Figure 1. Routed metal, one colour a layer (run 1).
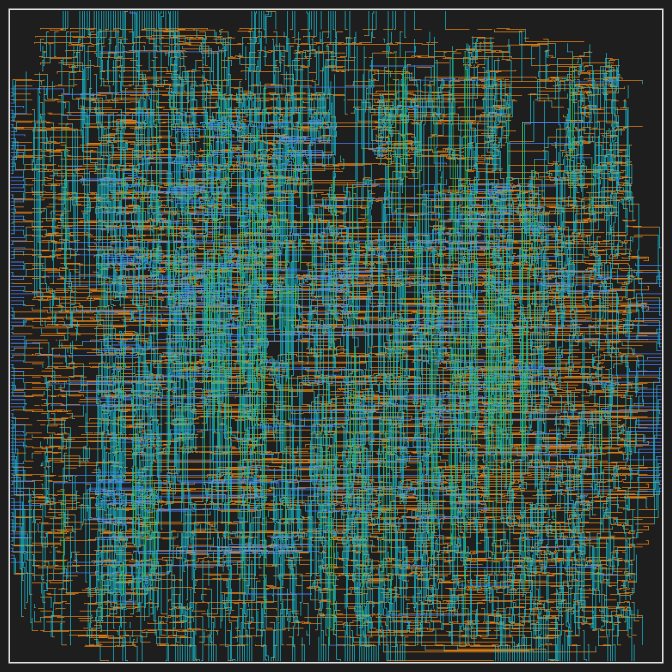
Figure 2. Cells coloured by class (run 1).
Fill, decap, tap and diode cells in grey.
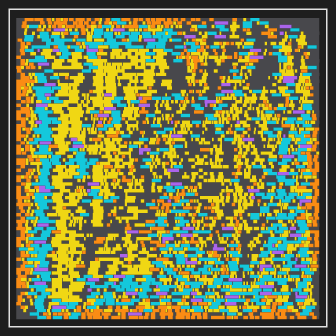
Figure 3. Cell sizes after repair (run 1).
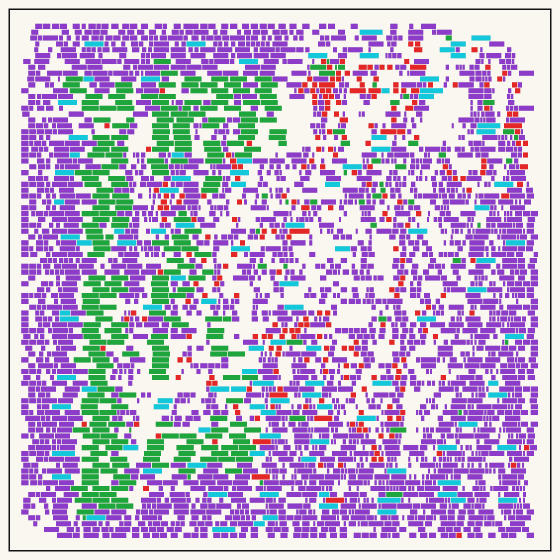
Design debug_gpio_mux, sky130hd; sources not shown.
==> flow_metrics.env <==
# flow metrics
export IMPL_status="finished with violations"
export IMPL_violations="negative setup slack"
export IMPL_pre_cts_ws_ns=-0.268
export IMPL_aoi_share_pct=8.69
export IMPL_setup_ws_ns=-0.0276
export IMPL_combPwrFrac_pct=22.2
export IMPL_top_layer_used="met4"
export IMPL_use_met2_pct=54.6
export IMPL_seqPwrFrac_pct=41.4
export IMPL_nets=3729
export IMPL_synth_flops=548
export IMPL_setup_violations=1
export IMPL_yosysUniqueCellTypes=70
export IMPL_cp_start_kind="flip-flop"
export IMPL_irDropWorstVdd_uv=391
export IMPL_root_buffer="clkbuf_16"
export IMPL_grt_pass1_vias=26000
export IMPL_synthSimpleGateAreaFrac_pct=19.3
export IMPL_p_per_area_nw_per_um2=518
export IMPL_viasPerCell=6.18
export IMPL_seq_cells=548
export IMPL_clkCellAreaFrac_pct=5.15
export IMPL_grt_busiest_layer="met2"
export IMPL_place_hpwl_um=81800
export IMPL_wl_met1_um=41300
export IMPL_ys_area_um2=29100
export IMPL_cp_cell_sequence="or4_4 > or3_4 > nor4_4 > mux2i_2 > o31ai_2 > or3_4 > nor4_4 > buf_4 > o311ai_1"
export IMPL_synth_adder_area_share_pct=0.345
export IMPL_cts_buffers=55
About Figure 1:
[metal 4] green | wire length: 6540 um
[metal 1] orange | wire length: 41.3 mm
[metal 2] cyan | wire length: 50.8 mm
[metal 3] blue | wire length: 9040 um
Routed Wire Length: 108000 um
GRT Overall Usage: 33.9%
WL/cell: 26.0 um
via count: 25600

About Figure 2:
[sequential cells] cyan | cells: 548 | share of their area: 30%
[clock drivers and dummy loads] purple | cells: 101 | share of their area: 5.3%
[remaining buffers and delay cells] orange | cells: 637 | share of their area: 17%
[combinational and other logic] yellow | cells: 2085 | share of their area: 48%
fraction of area in registers: 29.4%
final design utilization: 64.9%
Core ar.: 57600 um^2
Rows: 88
Layout Cell Area excl Fill: 37400 um^2

About Figure 3:
[_0 and _1 cells] purple | cells: 2709 | share: 80% | most used: dfxtp_1
[_3 and _4 cells] red | cells: 249 | share: 7.4% | most used: buf_4
[_6 and larger] cyan | cells: 107 | share: 3.2% | most used: clkbuf_16
[_2 cells] green | cells: 306 | share: 9.1% | most used: mux4_2
Final WS setup: -0.0276 ns
Non-clock buffers: 637

